### Cell placement, run 1

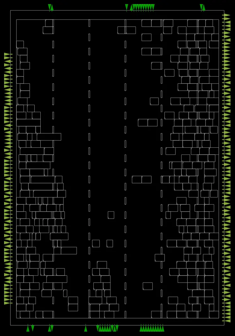
### M2 wires, run 1

(4 px per um)
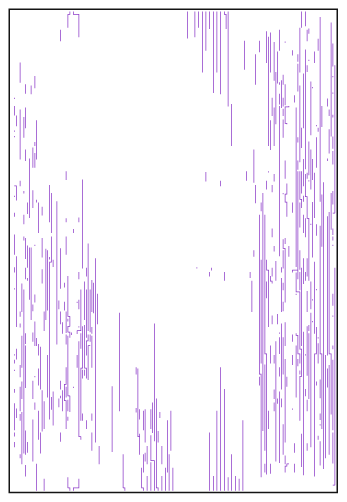
### Port wiring, run 1

(4 px per um)
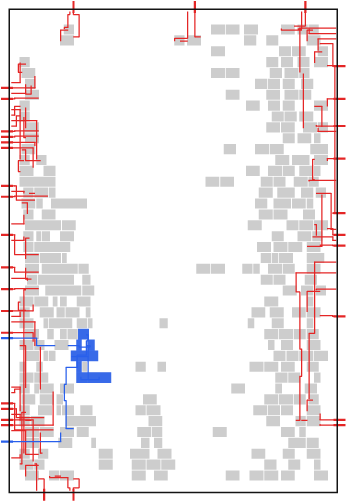
[src/rtl/ram_arbiter_pkg.sv]
// ram_arbiter_pkg: requester indices and sizing helper shared by the RAM arbiter
package ram_arbiter_pkg;
  localparam int REQ_FETCH = 0;
  localparam int REQ_LSU = 1;
  function automatic int log2(input int n);
    return (n < 2) ? 1 : $clog2(n);
  endfunction
endpackage

[src/rtl/rr_arbiter.sv]
// rr_arbiter: round-robin one-hot arbiter with an inhibit that blocks the grant and freezes the pointer
module rr_arbiter
  import ram_arbiter_pkg::*;
#(
  parameter int NUM_REQ = 2,
  localparam int IW = log2(NUM_REQ)
) (
  input  logic               clk,
  input  logic               reset_n,
  input  logic [NUM_REQ-1:0] req,
  input  logic               inhibit,
  output logic [NUM_REQ-1:0] gnt,
  output logic [IW-1:0]      idx
);
  logic [IW-1:0] ptr;
  logic hit;
  always_comb begin
    idx = '0;
    hit = 1'b0;
    for (int i = NUM_REQ - 1; i >= 0; i--) if (req[i]) begin idx = IW'(i); hit = 1'b1; end
    for (int i = NUM_REQ - 1; i >= 0; i--) if (req[i] && IW'(i) >= ptr) idx = IW'(i);
    gnt = (hit && !inhibit && reset_n) ? NUM_REQ'(1) << idx : '0;
  end
  always_ff @(posedge clk or negedge reset_n)
    if (!reset_n) ptr <= '0;
    else if (|gnt) ptr <= (idx == IW'(NUM_REQ - 1)) ? '0 : idx + 1'b1;
endmodule

[src/rtl/ram_arbiter.sv]
// ram_arbiter: shares one registered-read dual-port RAM between NUM_REQ requesters
module ram_arbiter
  import ram_arbiter_pkg::*;
#(
  parameter int NUM_REQ = 2,
  parameter int ADDR_W = 4,
  parameter int DATA_W = 32
) (
  input  logic                      clk,
  input  logic                      reset_n,
  input  logic [NUM_REQ-1:0]        rd_req,
  input  logic [NUM_REQ*ADDR_W-1:0] rd_addr,
  output logic [NUM_REQ-1:0]        rd_gnt,
  output logic [NUM_REQ-1:0]        rd_valid,
  output logic [DATA_W-1:0]         rd_data,
  input  logic [NUM_REQ-1:0]        wr_req,
  input  logic [NUM_REQ*ADDR_W-1:0] wr_addr,
  input  logic [NUM_REQ*DATA_W-1:0] wr_data,
  output logic [NUM_REQ-1:0]        wr_gnt,
  output logic [ADDR_W-1:0]         ram_read_addr,
  output logic [ADDR_W-1:0]         ram_write_addr,
  output logic                      ram_write,
  output logic [DATA_W-1:0]         ram_in,
  input  logic [DATA_W-1:0]         ram_out
);
  localparam int IW = log2(NUM_REQ);
  logic [ADDR_W-1:0] ra [NUM_REQ];
  logic [ADDR_W-1:0] wa [NUM_REQ];
  logic [DATA_W-1:0] wd [NUM_REQ];
  logic [IW-1:0] rd_idx, wr_idx;
  logic hazard;
  for (genvar g = 0; g < NUM_REQ; g++) begin : g_slice
    assign ra[g] = rd_addr[g*ADDR_W +: ADDR_W];
    assign wa[g] = wr_addr[g*ADDR_W +: ADDR_W];
    assign wd[g] = wr_data[g*DATA_W +: DATA_W];
  end
  // a read of the address being written waits a cycle so it returns the new data
  assign hazard = |rd_req && |wr_req && ra[rd_idx] == wa[wr_idx];
  rr_arbiter #(.NUM_REQ(NUM_REQ)) u_rd (
    .clk(clk), .reset_n(reset_n), .req(rd_req), .inhibit(hazard), .gnt(rd_gnt), .idx(rd_idx)
  );
  rr_arbiter #(.NUM_REQ(NUM_REQ)) u_wr (
    .clk(clk), .reset_n(reset_n), .req(wr_req), .inhibit(1'b0), .gnt(wr_gnt), .idx(wr_idx)
  );
  always_comb begin
    ram_write = |wr_gnt;
    ram_write_addr = ram_write ? wa[wr_idx] : '0;
    ram_in = ram_write ? wd[wr_idx] : '0;
    ram_read_addr = |rd_gnt ? ra[rd_idx] : '0;
  end
  assign rd_data = ram_out;
  always_ff @(posedge clk or negedge reset_n)
    if (!reset_n) rd_valid <= '0;
    else rd_valid <= rd_gnt;
endmodule
[config.mk]
export PLATFORM = sky130hd
export DESIGN_NAME = ram_arbiter
export DESIGN_NICKNAME = d
export VERILOG_FILES = /design/src/rtl/ram_arbiter_pkg.sv /design/src/rtl/rr_arbiter.sv /design/src/rtl/ram_arbiter.sv
export SDC_FILE = /design/constraint.sdc
export NUM_CORES = 1
export LEC_CHECK = 0
export CAP_MARGIN = 20
export CELL_PAD_IN_SITES_DETAIL_PLACEMENT = 0
export CELL_PAD_IN_SITES_GLOBAL_PLACEMENT = 1
export CORE_ASPECT_RATIO = 1.5
export CORE_MARGIN = 2
export CORE_UTILIZATION = 11
export CTS_BUF_LIST = sky130_fd_sc_hd__clkbuf_16
export DETAILED_ROUTE_END_ITERATION = 16
export GPL_TIMING_DRIVEN = 0
export PLACE_DENSITY = 0.88
export SLEW_MARGIN = 30
export SYNTH_ARGS = -nofsm -noshare
export SYNTH_HDL_FRONTEND = slang
export SYNTH_SLANG_ARGS = --single-unit
[constraint.sdc]
create_clock -name clk -period 3.7 [get_ports clk]
set_input_delay 0.74 -clock clk [delete_from_list [all_inputs] [get_ports clk]]
set_output_delay 0.74 -clock clk [all_outputs]
set_load 0.03 [all_outputs]
==> run notes, run 1 <==
Implementation numbers.

- The OpenROAD warning count is 27.
- The cell area after technology mapping reads 995 um^2.
- The highest-count logic cell in the final layout reads sky130_fd_sc_hd__clkdlybuf4s50_1.
- The destination of the critical timing path is ram_in[31].
- The number of antenna violations at the first check in global routing reads 5.
- The final layout report lists a filler cell count of 922.
- The number of CTS-inserted buffers is 3.
- The worst hold path belongs to the class flip-flop to flip-flop.
- The fraction of the cycle the final worst path needs reads 0.952.
- For the final database, setup skew stands at 0.409 ps.
- The via count of the first global-routing pass reads 1643.
- The number of library cell types mapped by synthesis reads 26.
- The count of hold-fix buffers inserted at cts is 0.
- The count of max-cap constraint violations is 0.
- Walking the worst path, the cells encountered are clkdlybuf4s50_1 -> a21boi_4 -> and2_1 -> buf_2 -> a22o_1 -> clkdlybuf4s50_1.
- The startpoint of the worst register-to-register path reads u_wr.ptr.
- The total length of routed wires is 6750 um.
- The sum of negative setup slack reads 0 ps.
- The worst slew margin relative to its limit reads 0.702.
- The sequential area share after synthesis is 0.101.
- The first TritonRoute pass finished after 4 iterations.
- The count of nets left with antenna violations after detail routing is 0.
- OpenSTA, run right after detailed placement, puts the worst setup slack at -495 ps.
- After synthesis, the design contains 123 cells according to Yosys.
- The critical path class reads primary input to output pin.
- The clock transition time at the flip-flop clock pins of the worst setup and hold paths reads 30 ps.
- The final report gives the core utilization as 0.318.
- Setup repair after global routing left no endpoint under its margin.
- The post-synth area from yosys stat reads 995 um^2.
- Per the OpenROAD timing report, the critical path contains 6 cells.
- The clock tree has to reach 4 sinks.
- The total number of yosys warnings is 0.
- The path depth of the worst reg2reg path reads 7.
- The count of buffers added on input and output ports is 164.
- In the hold timing report, the worst path depth is 1.
- The number of instances in the synthesized netlist is 123.
- The areal power density over the cells reads 233 nW/um^2.
- The flow ran to the end, and the final reports show no timing, DRC or antenna violations.
- The floorplan die height reads 120 um.
- The reported leakage power reads 1.35 nW.
- The fraction of layout cells with a size suffix above 1 is 0.224.
- The hold path startpoint reads u_wr.ptr.
- The first-pass GRT wire length reads 8830 um.
- The XOR/XNOR share of the synthesized area reads 0.0264.
- The origin of the worst setup path is wr_req[0].
- Routability-driven placement finished with a final weighted congestion of 0.706.
- Compared with the post-synthesis result, the final layout area differs by 182%.
About 'Cell placement':
well-tap cell count: 110
flip-flops: 4
core area: 8830 um^2

About 'M2 wires':
- main direction: vertical
- wire length on this layer: 3330 um
- nets with wire on the layer: 374
met2 capacity usage during global routing: 0.241
total number of vias: 1669

About 'Port wiring':
- red: `rd_data` (bits 32; direction output; edge 17 left, 10 right, 3 top, 2 bottom; end cells 0; buffers 64; wire 819 um)
- blue: `wr_req` (bits 2; direction input; edge left; end cells 7; buffers 2; wire 85.2 um)

## run 1: timing repair
action,in CTS,in global routing
endpoints found under the hold margin,0,0
buffers inserted,0,1
gates cloned,0,0
resized,38,41
endpoints found under the setup margin,37,37
## run 1: flip-flops by register name (all words and copies together), names as in the netlist
signal	flops
u_rd.ptr	1
rd_valid	2
u_wr.ptr	1
## run 1: area by class of cell
cell class                 instances  area share
antenna                            1    0.000891
inverter                           6     0.00802
sequential                         4      0.0357
multi-input combinational         73       0.220
tap                              110      0.0490
buffer                            39      0.0998
timing repair buffer             165       0.560
clock buffer                       3      0.0267
## run 1: per-stage QoR
step           instances  hold WS (ps)  instance area, um^2  power [W]
2_1_floorplan        123           444                  995   0.000281
3_3_place_gp         397           579                 2770   0.000501
3_5_place_dp         397           587                 2770   0.000505
4_1_cts              400           595                 2820   0.000659
5_1_grt              400           643                 2810   0.000684
6_report             401           633                 2810   0.000654
## run 1: layer usage
metal / part of all wire / track usage / up-vias
met3: 0.19 / 0.0731 / 15
met5: 0.0073 / 0 / -
met4: 0.014 / 0.0344 / 8
met2: 0.49 / 0.241 / 172
met1: 0.29 / 0.100 / 713
li1: - / - / 761
## run 1: cells in the mapped netlist (all sizes together)
library cell	number
buf	35
a22o	33
inv	6
mux2i	6
clkbuf	5
nor2	5
nor2b	5
dfrtp	4
o21ai	4
o211ai	3
xnor2	3
a21boi	2
a21oi	2
a22oi	2
and2	2
nand2	2
a211oi	1
a21o	1
a41o	1
mux2	1
## run 1: report_power, final
group | switching (W) | leakage (nW) | internal (W)
clock | 0.0000296 | 0.0370 | 0.000138
combinational | 0.000211 | 1.26 | 0.000218
sequential | 0.00000736 | 0.0497 | 0.0000494
total | 0.000248 | 1.35 | 0.000405
### Clock network drawn from the DEF, run 1

(2 px per um)
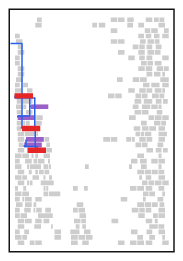

==> inputs of run 2 (changes only) <==
CORE_UTILIZATION = 12   (was 11)
CTS_BUF_LIST = sky130_fd_sc_hd__clkbuf_4 sky130_fd_sc_hd__clkbuf_8   (was sky130_fd_sc_hd__clkbuf_16)
PLACE_DENSITY = 0.95   (was 0.88)
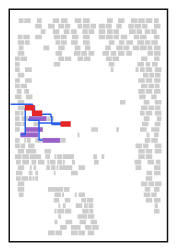
*Clock network drawn from the DEF, run 2*
(2 px per um)
- red: clock-net drivers (count 3)
- blue: clock wires (length 93.9 um)
- purple: flip-flops (count 4)
- flops lie: left middle

==> run 2 against run 1 <==
Sequential cell count did not move. Global-route usage fell by 2.5 points. Clock skew up 2.4 ps. Worst hold slack worse by 14 ps. Count of clock-buffer cells in the layout unchanged. Core utilization increased by 2.8 points. Sequential power barely moved. Clock power shrank 45%. Power fell by 12%. Maximum frequency is 0.98% lower.
==> run notes, run 2 <==
Implementation numbers.

- The die extent in x is 78.3 um.
- The fraction of the cycle the final worst path needs reads 0.962.
- The library cell used most frequently in the layout, excluding fill and tap cells, is sky130_fd_sc_hd__clkdlybuf4s50_1.
- The number of CTS-inserted buffers reads 3.
- The run finished with clean final reports.
- The cell area after technology mapping reads 995 um^2.
- The final weighted congestion recorded by global placement is 0.718.
- The layout summary lists the proportion of cells stronger than drive strength 1 as 0.204.
- The number of non-filler instances in the completed layout reads 394.
- The total via count after detailed routing reads 1575.
- Per the repair_timing log after CTS, setup buffers inserted total 0.
- The number of flip-flops under the largest register name is 2.
- The TritonCTS sink count reads 4.
- The main flop type after synthesis is sky130_fd_sc_hd__dfrtp_1.
- The number of nets in the layout is 409.
- Hold analysis shows the worst path with a depth of 1.
- The worst vdd rail ir drop reads 0.236 mV.
- The total cells reported by yosys after synthesis is 123.
- The share of synthesized registers carrying an async set or reset is 1.00.
- The post-synthesis adder-cell area fraction reads 0.
- Global routing put the most usage on met2.
- The placeable core region reads 8010 um^2.
- The script computed a power per unit cell area of 207 nW/um^2.
- For this run, the register share of the synthesized area comes to 0.101.
- met3 track demand over resource after global routing is 0.0312.
- Setup repair after global routing left no endpoint under its margin.
- Entering global routing, the biggest net connects 12 pins.
- The number of library cell types mapped by synthesis is 26.
- The final core area utilization is 0.346.
- The compound-gate portion of the synthesized area is 0.429.
- In this run, placement finished with an instance count of 392.
- The report puts the hold buffer count at CTS at 0.
- The total inserted antenna cells reads 0.
- The register with the most flip-flops reads rd_valid.
- The post-synth tally of flip-flops with integrated enable is 0.
- met1 track demand over resource after global routing is 0.103.
- The total length of routed wires is 5280 um.
- The worst slew margin relative to its limit reads 0.733.
- The share of cell area taken by muxes after synthesis is 0.0755.
- STA classifies the critical path endpoint as an output pin.
- The number of antenna violations at the first check in global routing is 0.
- The final design area excluding fillers is 2770 um^2.
- The critical path class reads primary input to output pin.
- The post-synthesis simple-gate area fraction reads 0.0704.
- The first-pass GRT wire length is 7330 um.
- Of the total synthesized cell area, the portion taken by XOR and XNOR cells is 0.0264.
- The type of the most critical hold path reads flip-flop to flip-flop.
- The number of cells upsized or downsized after cts reads 43.
- The via count of the first global-routing pass reads 1535.
- The post-placement cell area is 2770 um^2.
- The top cell type by instance count after synthesis reads sky130_fd_sc_hd__a22o_1.
- The final setup skew reads 2.80 ps.
- The clock transition time at the flip-flop clock pins of the worst setup and hold paths is 30 ps.
- The commonest cells after synthesis are 33 x sky130_fd_sc_hd__a22o_1, 32 x sky130_fd_sc_hd__buf_4, 6 x sky130_fd_sc_hd__mux2i_1.
- The area added between synthesis and finish is 179%.
- The count of max-cap constraint violations is 0.
- The count of nets left with antenna violations after detail routing reads 0.
- In the synthesized netlist, the number of instances is 123.
- The destination of the critical timing path reads ram_in[8].
- Yosys reports a chip area of 995 um^2.
- For reference, the top cells by area after synthesis are sky130_fd_sc_hd__a22o_1 29%, sky130_fd_sc_hd__buf_4 24%, sky130_fd_sc_hd__dfrtp_1 10%.
- The met2 track utilization from global routing reads 0.201.
- Input and output buffers added on the ports amount to 164.
- The floorplan die height reads 116 um.
- The worst register-to-register path begins at u_wr.ptr.
- The total number of yosys warnings is 0.
- The reported leakage power reads 1.28 nW.
- The origin of the worst setup path reads wr_req[0].
- The worst hold-check slack is 618 ps.
- The path depth of the worst reg2reg path reads 6.
- The OpenROAD warning count reads 26.
- The count of pins on the block boundary reads 197.
- In the final layout, the registers with the most flip-flops are rd_valid x2, u_rd.ptr x1, u_wr.ptr x1.
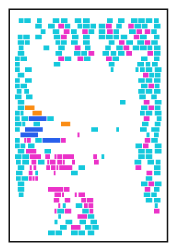
*Placement by cell class, run 2*
(2 px per um)
- cyan: remaining buffers and delay cells (cells 203; share of their area 70%)
- orange: clock-net drivers (cells 3; share of their area 1.6%)
- magenta: remaining logic cells (cells 79; share of their area 24%)
- blue: sequential cells (cells 4; share of their area 3.8%)

==> run 2: layer usage <==
| metal | wire length (um) | part of all wire |
|---|---|---|
| met1 | 1830 | 0.35 |
| met5 | 0 | 0 |
| met3 | 586 | 0.11 |
| met4 | 13 | 0.0025 |
| met2 | 2850 | 0.54 |
==> run 2: critical path, cell delays in order <==
cell and delay [ps]:
sky130_fd_sc_hd__clkdlybuf4s50_1 590, sky130_fd_sc_hd__a21boi_4 280, sky130_fd_sc_hd__and2_1 140, sky130_fd_sc_hd__buf_2 180, sky130_fd_sc_hd__clkbuf_2 270, sky130_fd_sc_hd__a22o_1 210
sky130_fd_sc_hd__dlygate4sd2_1 400
==> run 2: cell type report <==
class	instances	area, um^2
sequential	4	100
clock buffer	3	41.3
multi-input combinational	73	622
tap	105	131
inverter	6	22.5
timing repair buffer	164	1570
fill	835	5240
buffer	39	280
==> run 2: cells by family after synthesis <==
family                    Yosys count
xor gates and xnor gates            3
DFF                                 4
and+or+nand+nor                    14
muxes                               7
AOI/OAI and AO/OA                  49
buffers and inverters              46
==> run 2: through the flow <==
step	worst slack [ps]	setup TNS, ps	power (W)
2_1_floorplan	758	0	0.000281
3_5_place_dp	-440	-12490	0.000502
5_1_grt	20.7	0	0.000605
6_report	142	0	0.000574
3_3_place_gp	-380	-10700	0.000497
4_1_cts	15.2	0	0.000581
==> run 2: report_power, final <==
part / switching, W / internal, W
clock: 0.0000228 / 0.0000694
combinational: 0.000208 / 0.000218
sequential: 0.00000709 / 0.0000494
### M2 wires, run 2

(4 px per um)
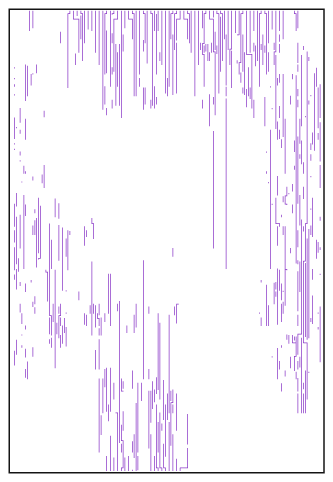

==> inputs of run 3 (changes only) <==
ABC_AREA = 1   (was unset)
CORE_ASPECT_RATIO = unset   (was 1.5)
CORE_UTILIZATION = 13   (was 12)
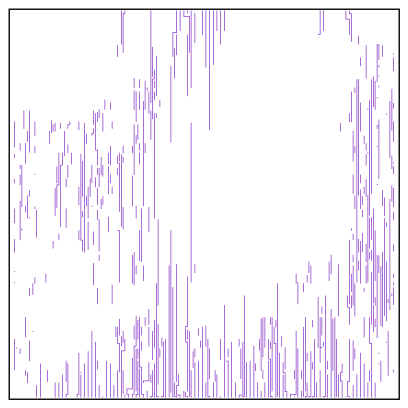
*M2 wires, run 3*
(4 px per um)
- nets with wire on the layer: 391
- longest straight run: 50.7 um
- share of all routed wire: 54%
- wire length on this layer: 3050 um
met2 capacity usage during global routing: 0.214
wire length after detailed routing: 5700 um
total number of vias: 1730

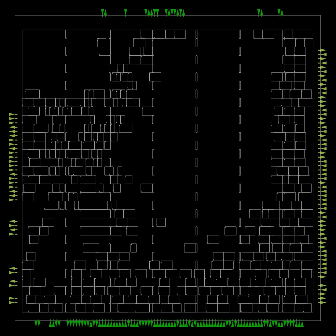
*Cell placement, run 3*
core area: 8300 um^2
well-tap cell count: 105
Core Rows: 33

==> run 3 against run 2 <==
Core utilization grew 0.73 points. Highest routed layer unchanged. Cell area grew 5.8%. Clock power shrank 3.5%. Critical path type unchanged. Clock skew shrank 2.7 ps. Synthesized area grew 13%. Largest power group unchanged. Worst setup slack gained 12 ps.
==> run notes, run 3 <==
Implementation numbers.

- The synthesis report names the predominant flop master as sky130_fd_sc_hd__dfrtp_1.
- The worst-path cell with the longest stage delay is sky130_fd_sc_hd__clkdlybuf4s50_1.
- The cell-mix breakdown from Yosys lists the XOR/XNOR area share as 0.
- The layout report lists the combined flip-flop and latch area as 100 um^2.
- The sequential share of power reads 0.085.
- After synthesis the cells add up to 1130 um^2.
- The sum of negative setup slack reads 0 ps.
- The share of cell area taken by muxes after synthesis is 0.
- The commonest cells after synthesis are 35 x sky130_fd_sc_hd__buf_4, 35 x sky130_fd_sc_hd__nand2_1, 32 x sky130_fd_sc_hd__a22o_1.
- Internal power comes to 0.000350 W.
- The run finished with clean final reports.
- The fraction of layout cells with a size suffix above 1 is 0.187.
- The clock transition time at the flip-flop clock pins of the worst setup and hold paths reads 30 ps.
- The number of buffer and inverter stages on the critical path is 4.
- The total number of yosys warnings is 0.
- The worst vdd rail ir drop is 0.148 mV.
- The combinational cell area excluding buffers and inverters is 663 um^2.
- The via count of the first global-routing pass came to 1757.
- The reported leakage power reads 1.57 nW.
- The floorplan die height is 97.1 um.
- The highest-count logic cell in the final layout reads sky130_fd_sc_hd__clkdlybuf4s50_1.
- The number of non-filler instances in the completed layout reads 442.
- The logic gate share of total power is 0.770.
- The report counts max-capacitance violations totalling 0.
- The worst slew margin relative to its limit reads 0.767.
- The stage delay of the slowest cell on the critical path reads 700 ps.
- In the Yosys report the total cell count is 170.
- After filler insertion, the fill cell instance count of the layout stands at 886.
- The number of I/O port buffers reads 164.
- The post-synth area from yosys stat is 1130 um^2.
- The number of antenna violations at the first check in global routing reads 0.
- The total inserted antenna cells is 0.
- The transition time at the pin with the least slew margin reads 348 ps.
- The switching portion of total power comes to 0.430.
- The capturing element type of the critical path reads an output pin.
- The number of instances in the synthesized netlist reads 170.
- The registers reported with the highest flop counts are rd_valid x2, u_rd.ptr x1, u_wr.ptr x1.
- The post-synthesis adder-cell area fraction reads 0.
- The family of cells with the greatest summed delay on the critical path is buffers and inverters.
- Ranked by total cell area, the synthesized netlist is headed by sky130_fd_sc_hd__a22o_1 25%, sky130_fd_sc_hd__buf_4 23%, sky130_fd_sc_hd__nand2_1 12%.
- The register with the most flip-flops reads rd_valid.
- According to the finish report, the design has a final net count of 457.
- The post-synthesis simple-gate area fraction reads 0.309.
- By startpoint and endpoint, the worst setup path is classified as primary input to output pin.
- The number of CTS-inserted buffers reads 3.
- The area added between synthesis and finish reads 160%.
- The first-pass GRT wire length reads 8740 um.
- Among the stages of the critical path, the cell type that occurs most often is sky130_fd_sc_hd__clkdlybuf4s50_1.
- The OpenROAD warning count reads 26.
- The final core area utilization is 0.353.
- The final critical-path required period reads 3550 ps.
- The die extent in x is 97.1 um.
- The count of pins on the block boundary is 197.
- The worst hold-check slack is 481 ps.
- The sequential area share after synthesis reads 0.0888.
- The count of nets left with antenna violations after detail routing reads 0.
- Yosys reported that registers with async set or reset make up 1.00.
- The report lists the cells along the critical path as clkdlybuf4s50_1 -> nand2_2 -> buf_6 -> nor2_2 -> buf_2 -> clkdlybuf4s50_1.
- Setup repair after global routing left no endpoint under its margin.
[run 3: worst min-delay path: stages, from the launching register on]
cell,delay [ps]
sky130_fd_sc_hd__dfrtp_1,340
sky130_fd_sc_hd__nand2_1,60
sky130_fd_sc_hd__nand2_1,50
[run 3: cells by family after synthesis]
logic type,count (synthesis)
buf+inv,57
simple gates,72
compound gates,37
flops,4
[run 3: worst paths after layout]
kind | from | to | slack (ps) | depth (start not counted)
setup / recovery | wr_req[1] | wr_gnt[1] | 150 | 6
hold / removal | u_rd.ptr | u_rd.ptr | 480 | 2
setup reg to reg | u_wr.ptr | rd_valid[1] | 2220 | 12
hold reg to reg | u_rd.ptr | u_rd.ptr | 480 | 2
max in group asynchronous | reset_n | u_rd.ptr | 2780 | 1
min in group asynchronous | reset_n | u_wr.ptr | 740 | 1
[run 3: power by group through the flow]
stage / Clock [W] / Combinational [W] / Sequential [W]
global route: 0.0000943 / 0.000504 / 0.0000527
finish: 0.0000890 / 0.000472 / 0.0000522
global placement: 0 / 0.000492 / 0.0000524
detailed placement: 0 / 0.000494 / 0.0000527
floorplan: 0 / 0.000259 / 0.0000558
CTS: 0.0000917 / 0.000478 / 0.0000522
[run 3: metal layers]
layer	wire, um	GRT usage
met5	0	0
met3	394	0.0187
met2	3050	0.214
met1	2230	0.130
met4	21	0.0152
[run 3: metrics by stage]
step	setup WS, ps	instance area [um^2]
global placement	-82.2	2900
detailed placement	-95.7	2900
floorplan	1000	1130
CTS	6.25	2910
global route	1.03	2930
finish	154	2930
[run 3: cell type report]
cell class                 count  area share
multi-input combinational    109       0.226
tap                          105      0.0448
buffer                        40       0.102
timing repair buffer         164       0.557
clock buffer                   3      0.0141
inverter                      17      0.0218
sequential                     4      0.0341
No activity file was given, so power comes from the tool's default toggle rates.
